--- src/rtl/handshake_pkg.sv ---
// handshake_pkg: shared types and helpers for the handshake width converters.
package handshake_pkg;

    localparam int unsigned MAX_RATIO = 16;
    localparam int unsigned LANE_W    = 4;

    typedef logic [LANE_W-1:0]    lane_t;
    typedef logic [MAX_RATIO-1:0] keep_t;

    function automatic int unsigned cnt_width(input int unsigned ratio);
        return (ratio < 2) ? 1 : $clog2(ratio);
    endfunction

    function automatic keep_t lane_mask(input lane_t k);
        return keep_t'((32'd2 << k) - 32'd1);
    endfunction

endpackage

--- src/rtl/packer_out_reg.sv ---
// packer_out_reg: registered valid/ready output holding one packed word.
module packer_out_reg
    import handshake_pkg::*;
#(
    parameter int unsigned W = 32
) (
    input  logic         clk,
    input  logic         rst,
    input  logic         load,
    input  logic [W-1:0] load_data,
    output logic         can_load,
    output logic         out_valid,
    output logic [W-1:0] out_data,
    input  logic         out_ready
);

    assign can_load = ~out_valid | out_ready;

    // load is only raised when can_load, so a stalled word is never replaced
    always_ff @(posedge clk) begin
        if (rst) begin
            out_valid <= 1'b0;
            out_data  <= '0;
        end else if (load) begin
            out_valid <= 1'b1;
            out_data  <= load_data;
        end else if (out_ready) begin
            out_valid <= 1'b0;
        end
    end

endmodule

--- src/rtl/handshake_packer.sv ---
// handshake_packer: packs RATIO narrow beats into one wide valid/ready word.
// Define PACKER_FLUSH_EN to add in_last/out_last/out_keep partial-word flush.
module handshake_packer
    import handshake_pkg::*;
#(
    parameter int unsigned WIDTH = 8,
    parameter int unsigned RATIO = 4
) (
    input  logic                   clk,
    input  logic                   rst,
    input  logic                   in_valid,
    input  logic [WIDTH-1:0]       in_data,
    output logic                   in_ready,
`ifdef PACKER_FLUSH_EN
    input  logic                   in_last,
    output logic                   out_last,
    output logic [RATIO-1:0]       out_keep,
`endif
    output logic                   out_valid,
    output logic [WIDTH*RATIO-1:0] out_data,
    input  logic                   out_ready
);

    localparam int unsigned CW = cnt_width(RATIO);
    localparam int unsigned DW = WIDTH * RATIO;
`ifdef PACKER_FLUSH_EN
    localparam int unsigned PW = DW + RATIO + 1;
`else
    localparam int unsigned PW = DW;
`endif

    logic [CW-1:0] cnt;
    logic [DW-1:0] acc;
    logic [DW-1:0] word;
    logic [PW-1:0] payload;
    logic [PW-1:0] payload_q;
    logic          complete;
    logic          can_load;
    logic          accept;
    logic          load;

`ifdef PACKER_FLUSH_EN
    logic [RATIO-1:0] keep;

    assign complete = (cnt == CW'(RATIO - 1)) | in_last;
    assign keep     = RATIO'(lane_mask(lane_t'(cnt)));
    assign payload  = {in_last, keep, word};
    assign {out_last, out_keep, out_data} = payload_q;
`else
    assign complete = (cnt == CW'(RATIO - 1));
    assign payload  = word;
    assign out_data = payload_q;
`endif

    assign in_ready = ~complete | can_load;
    assign accept   = in_valid & in_ready;
    assign load     = accept & complete;

    always_ff @(posedge clk) begin
        if (rst) begin
            cnt <= '0;
            acc <= '0;
        end else if (accept) begin
            cnt <= complete ? '0 : cnt + CW'(1);
            for (int i = 0; i < RATIO - 1; i++) begin
                if (!complete && cnt == CW'(i))
                    acc[i*WIDTH +: WIDTH] <= in_data;
            end
        end
    end

    // lanes below cnt come from acc, lane cnt is the live beat, the rest zero
    always_comb begin
        word = '0;
        for (int i = 0; i < RATIO; i++) begin
            if (CW'(i) < cnt)
                word[i*WIDTH +: WIDTH] = acc[i*WIDTH +: WIDTH];
            else if (CW'(i) == cnt)
                word[i*WIDTH +: WIDTH] = in_data;
        end
    end

    packer_out_reg #(
        .W (PW)
    ) u_out (
        .clk       (clk),
        .rst       (rst),
        .load      (load),
        .load_data (payload),
        .can_load  (can_load),
        .out_valid (out_valid),
        .out_data  (payload_q),
        .out_ready (out_ready)
    );

endmodule

--- config.mk ---
export PLATFORM = sky130hd
export DESIGN_NAME = handshake_packer
export DESIGN_NICKNAME = d
export VERILOG_FILES = /design/src/rtl/handshake_pkg.sv /design/src/rtl/packer_out_reg.sv /design/src/rtl/handshake_packer.sv
export SDC_FILE = /design/constraint.sdc
export NUM_CORES = 1
export LEC_CHECK = 0
export CORE_MARGIN = 1.5
export CORE_UTILIZATION = 35
export CTS_CLUSTER_SIZE = 24
export DETAILED_ROUTE_END_ITERATION = 8
export SLEW_MARGIN = 20
export SYNTH_ARGS = -nofsm -noshare
export SYNTH_HDL_FRONTEND = slang
export SYNTH_SLANG_ARGS = --single-unit
--- constraint.sdc ---
create_clock -name clk -period 1.5 [get_ports clk]
set_input_delay 0.225 -clock clk [delete_from_list [all_inputs] [get_ports clk]]
set_output_delay 0.225 -clock clk [all_outputs]
set_load 0.05 [all_outputs]
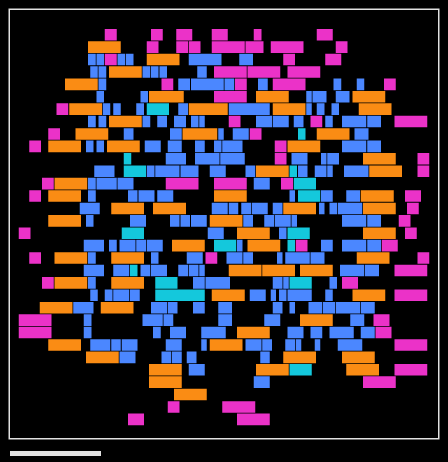
run_1/placement_by_type.png
Bar = 20 µm.
clock drivers and dummy loads -> cyan  # cells 16, share of their area 5.2%
combinational and other logic -> blue  # cells 192, share of their area 42%
flops -> orange  # cells 59, share of their area 32%
other buffers and delay cells -> magenta  # cells 65, share of their area 20%

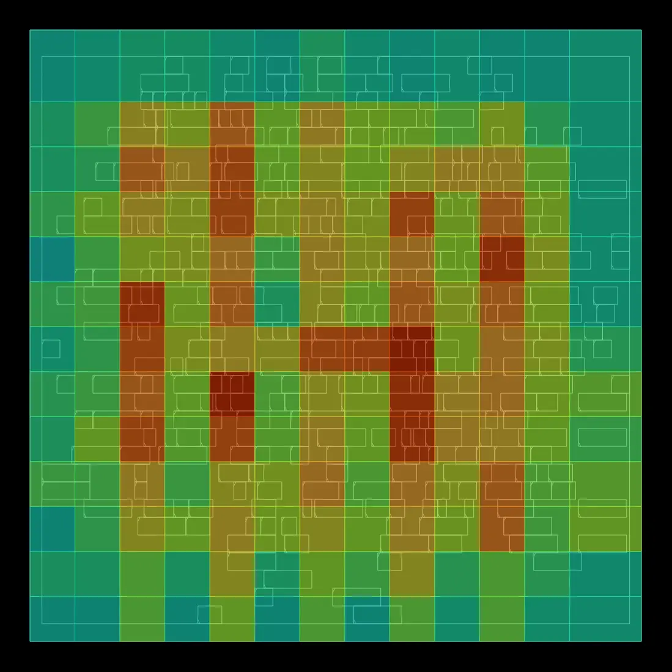
run_1/congestion.png
GRT Max-Usage Layer: met2
Final Core Density: 48.5%
met2 Use GR: 25.7%
routing usage on met3: 3.72%
met1 GRT Util: 23.2%

==> flow_summary.ini, run 1 <==
; physical design summary
[outcome]
status = completed

[route]
routed_wl_mm = 6.76
ant_nets = 0

[power]
ir_drop_mv = 0.519
p_per_area_nw_per_um2 = 935
p_switching_uw = 925

[synth]
yosys.area_share.aoi_pct = 20.8
edf_count = 0
ys.flops = 59
postSynthCellCount = 276
ys_sh_adder_pct = 2.60

[worst_setup_path]
endpoint = in_ready
reg2reg_depth = 6

[final_timing]
fmax_mhz = 706
setup_ws_ns = 0.0831

[global_route]
grt_pass1_vias = 2237
grt_pass1_wl_mm = 11.5

[place]
hpwlAfterDp_mm = 4.68

[cts]
htreeDepth = 3

[final_layout]
fill_cells = 772
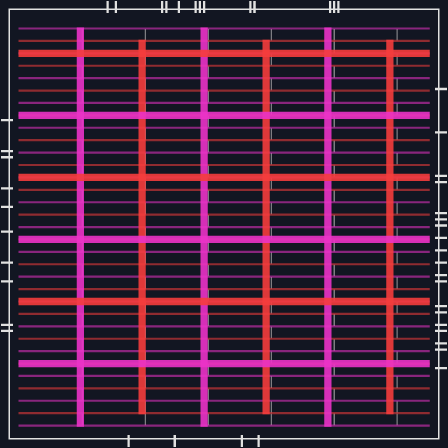
run_1/power_grid.png
Pins as bars on the die edge. Tap cells in grey.
VDD -> red
VSS -> magenta
met4 straps = 6
tap cells = 102

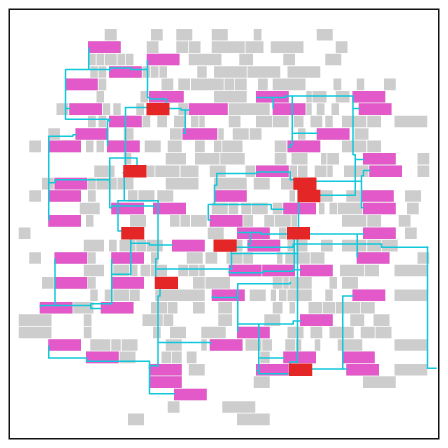
run_1/clk_routes.png
clock wires -> cyan  # length 810 µm
flip-flops -> magenta  # count 59
clock drivers -> red  # count 9
routed clock nets = 10
flops lie = spread over the die
Clk. pwr: 1430 µW
clock network fraction of total power: 40.2%
clk_skew: 0.00723 ns
clk latency late pin: 0.33 ns

run 1: cells in the mapped netlist, types with 2 or more instances:
master,instances
a311oi_1,2
mux2i_1,32
a21oi_2,14
nand2b_1,33
nand3_2,2
buf_6,6
a211oi_2,8
o21ai_0,8
a21oi_1,19
clkbuf_1,5
buf_2,9
o31ai_1,2
ha_1,6
nand2_1,16
dfxtp_1,59
nand3_1,17
buf_4,2
nand3b_1,8
a311oi_2,14
run 1: cell type report:
class	instances	share of cell area (%)
Sequential cell	59	31.2
Clock buffer	10	3.61
Multi-Input combinational cell	190	40.4
Clock inverter	6	1.45
Tap cell	102	3.35
Timing Repair Buffer	65	19.7
Inverter	2	0.230
==> inputs of run 2 (changes only) <==
--- a/config.mk
+++ b/config.mk
@@ -9,6 +9,7 @@
 export CORE_UTILIZATION = 35
 export CTS_CLUSTER_SIZE = 24
 export DETAILED_ROUTE_END_ITERATION = 8
+export RECOVER_POWER = 25
 export SLEW_MARGIN = 20
 export SYNTH_ARGS = -nofsm -noshare
 export SYNTH_HDL_FRONTEND = slang
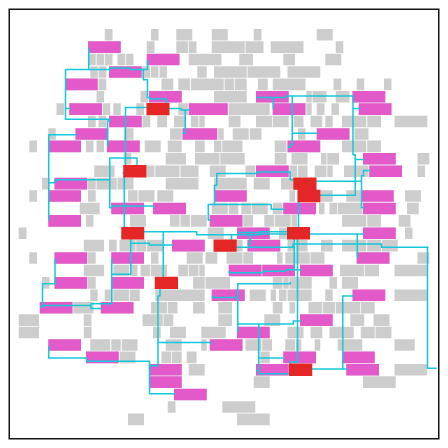
run_2/clk_routes.png
flip-flops -> magenta  # count 59
clock drivers -> red  # count 9
clock wires -> cyan  # length 806 µm
flops lie = spread over the die
routed clock nets = 10
clk_skew: 0.00740 ns
clock network fraction of total power: 40.3%

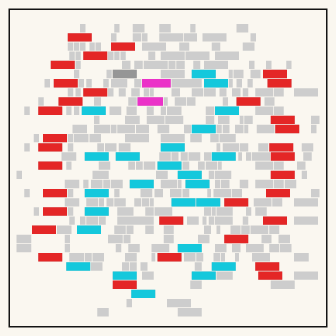
run_2/flops_by_reg.png
u_out.out_data -> red  # flops 32, where spread over the die
cnt -> magenta  # flops 2
acc -> cyan  # flops 24
not coloured = 1
Seq area share: 31.7%
Sequential cell area: 1190 µm²
Final Core Density: 47.7%

==> run 2 against run 1 <==
Maximum frequency is essentially flat. Sequential power about the same. Cell count stayed put. Clock power barely moved. Critical path type unchanged. Highest routed layer unchanged.
==> flow_summary.ini, run 2 <==
; physical design summary
[route]
ant_nets = 0
first_iter_violations = 84
drc_errors = 0
routed_wl_mm = 6.76

[synth]
yosysMostFrequentCell = dfxtp_1
ys.flops = 59
postSynthCellCount = 276
ys_top_cells_by_count = 59 x dfxtp_1, 33 x nand2b_1, 32 x mux2i_1
edf_count = 0

[worst_hold_path]
min_path_type = primary input to flop

[die]
die_h_um = 93.8
rows = 32

[final_layout]
fill_cells = 777
bufAreaShareNonClock_pct = 18.3
clock_buffers = 10
comb_area_share_pct = 41.2
seq_cells = 59
largest_class = logic gates
n_all_inverters = 2
n_all_buffers = 65
logic_gates = 190

[global_route]
grt_pass1_vias = 2237
grt_pass1_wl_mm = 11.5

[place]
hpwlAfterDp_mm = 4.68
gp_congestion = 0.748
place_ws_ns = -0.0530

[final_timing]
setup_ws_ns = 0.0827
max_slew_margin_pct = 66.6
fmax_mhz = 706

[power]
ir_drop_mv = 0.519
p_switching_uw = 925
p_per_area_nw_per_um2 = 950
clock_power_uw = 1430

[cts]
cts-hold-fix-buffers = 0
htreeDepth = 3
worstSkewPairLatency_ns = 0.33

[outcome]
status = completed
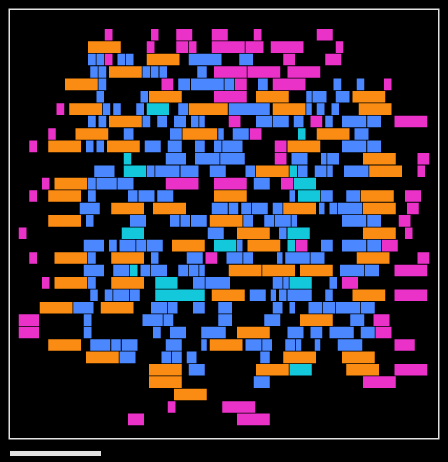
run_2/placement_by_type.png
Bar = 20 µm.
flops -> orange  # cells 59, share of their area 33%
combinational and other logic -> blue  # cells 192, share of their area 43%
other buffers and delay cells -> magenta  # cells 65, share of their area 19%
clock drivers and dummy loads -> cyan  # cells 16, share of their area 5.3%
design area: 3740 µm²
core box area: 7850 µm²

-- run 2: cells by family after synthesis --
kind of cell | after synthesis | synth area share, %
DFF | 59 | 40.9
AOI/OAI and AO/OA | 67 | 20.8
buffers and inverters | 27 | 6.72
and+or+nand+nor | 85 | 17.9
muxes | 32 | 11.1
adders and majority gates | 6 | 2.60
-- run 2: worst paths after layout --
kind,from,to,slack (ns),cells past startpoint
worst max-delay path,cnt[0],in_ready,0.08,3
worst min-delay path,rst,u_out.out_data[12],0.35,3
worst max register to register,cnt[1],u_out.out_data[11],0.10,6
worst min register to register,acc[5],acc[5],0.47,2
-- run 2: metal layers --
metal	up-vias	track usage [%]	routed length, µm
met5	-	0	0
met4	0	6.97	80
met3	8	3.72	251
met2	42	25.7	3030
met1	1029	23.2	3390
li1	1093	-	-
==> inputs of run 3 (changes only) <==
--- a/config.mk
+++ b/config.mk
@@ -7,9 +7,11 @@
 export LEC_CHECK = 0
 export CORE_MARGIN = 1.5
 export CORE_UTILIZATION = 35
+export CTS_BUF_LIST = sky130_fd_sc_hd__clkbuf_2 sky130_fd_sc_hd__clkbuf_4 sky130_fd_sc_hd__clkbuf_8
 export CTS_CLUSTER_SIZE = 24
 export DETAILED_ROUTE_END_ITERATION = 8
 export RECOVER_POWER = 25
+export REMOVE_ABC_BUFFERS = 1
 export SLEW_MARGIN = 20
 export SYNTH_ARGS = -nofsm -noshare
 export SYNTH_HDL_FRONTEND = slang
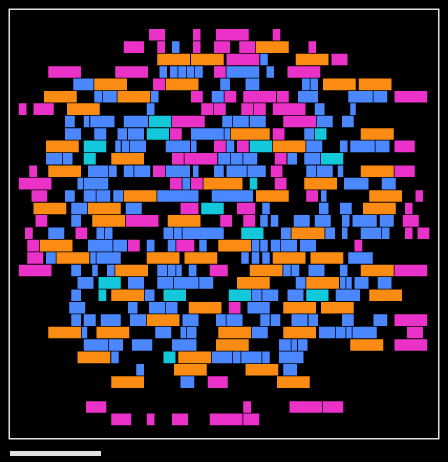
run_3/placement_by_type.png
Bar = 20 µm.
flops -> orange  # cells 59, share of their area 31%
combinational and other logic -> blue  # cells 192, share of their area 41%
other buffers and delay cells -> magenta  # cells 84, share of their area 24%
clock drivers and dummy loads -> cyan  # cells 16, share of their area 4.7%
# rows: 32
Seq area share: 29.7%

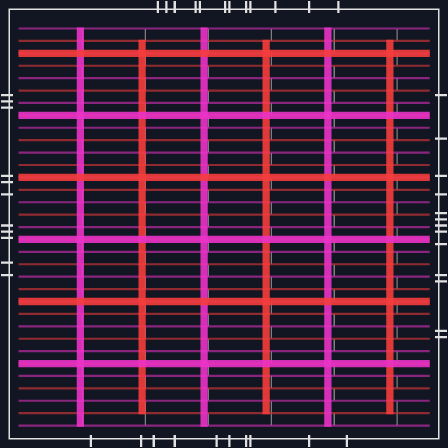
run_3/power_grid.png
Pins as bars on the die edge. Tap cells in grey.
VSS -> magenta
VDD -> red
met4 straps = 6
tap cells = 102
rows = 32
signal pins = 46
met5 straps = 6
Worst IR Drop VDD: 0.499 mV
Die Width: 93.8 µm
die height: 93.8 µm

==> run 3 against run 2 <==
Non-clock buffer count up 19. Synthesized cell count unchanged. Flip-flop count unchanged. Power down 0.90%. Clock skew shrank 0.00054 ns. Sequential share of layout area is 2.0 points lower. Die size stayed put. Cell count grew 4.4%. Synthesized area unchanged. Critical path type is now flop to flop.
==> flow_summary.ini, run 3 <==
; physical design summary
[worst_hold_path]
hp-start = rst
holdPathEnd = u_out.out_data[16]
min_path_type = primary input to flop

[place]
gp_congestion = 0.859

[route]
wl_met3_um = 265
top_layer_used = met4
ant_nets = 0

[global_route]
use_met2_pct = 29.2
met3_usage_pct = 5.42

[synth]
yosysMostFrequentCell = dfxtp_1
edf_count = 0
ys_top_cells_by_count = 59 x dfxtp_1, 33 x nand2b_1, 32 x mux2i_1

[worst_setup_path]
worstSetupStartpoint = cnt[1]
rr_endpoint = u_out.out_data[11]

[power]
p_per_area_nw_per_um2 = 880

[cts]
cts-hold-fix-buffers = 0
worstSkewPairLatency_ns = 0.34

[outcome]
status = completed

[die]
core_um2 = 7850

[final_timing]
skew_ns = 0.00686
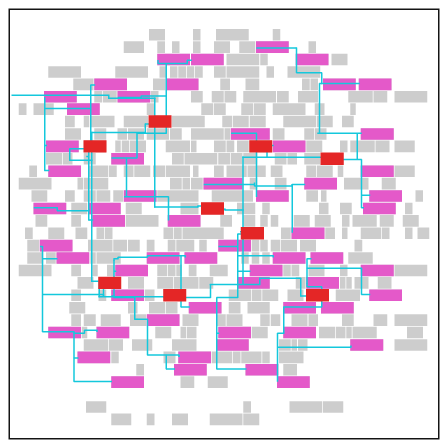
run_3/clk_routes.png
clock wires -> cyan  # length 806 µm
flip-flops -> magenta  # count 59
clock drivers -> red  # count 9
routed clock nets = 10
flops lie = spread over the die

[run 3: cell counts after synthesis]
No cell type changed its count.
[run 3: logic make-up after synthesis]
logic type / share of synthesized area [%]
AND-OR/OR-AND: 20.8
AND/OR/NAND/NOR: 17.9
multiplexers: 11.1
buffers and inverters: 6.72
flip-flops: 40.9
adder cells (fa/ha/maj): 2.60
[run 3: power by group through the flow]
stage               Clock, µW  Sequential, µW  Combinational, µW
floorplan                   0            1720                214
global placement            0            1680                506
detailed placement          0            1690                514
CTS                      1380            1650                532
global route             1450            1650                565
finish                   1340            1650                532
[run 3: layout make-up]
type,count,area share (%)
multi-input combinational,190,39.5
inverter,2,0.188
clock inverter,2,0.250
clock buffer,14,4.35
tap,102,3.19
timing repair buffer,84,22.8
sequential,59,29.7
No activity file was given, so power comes from the tool's default toggle rates.
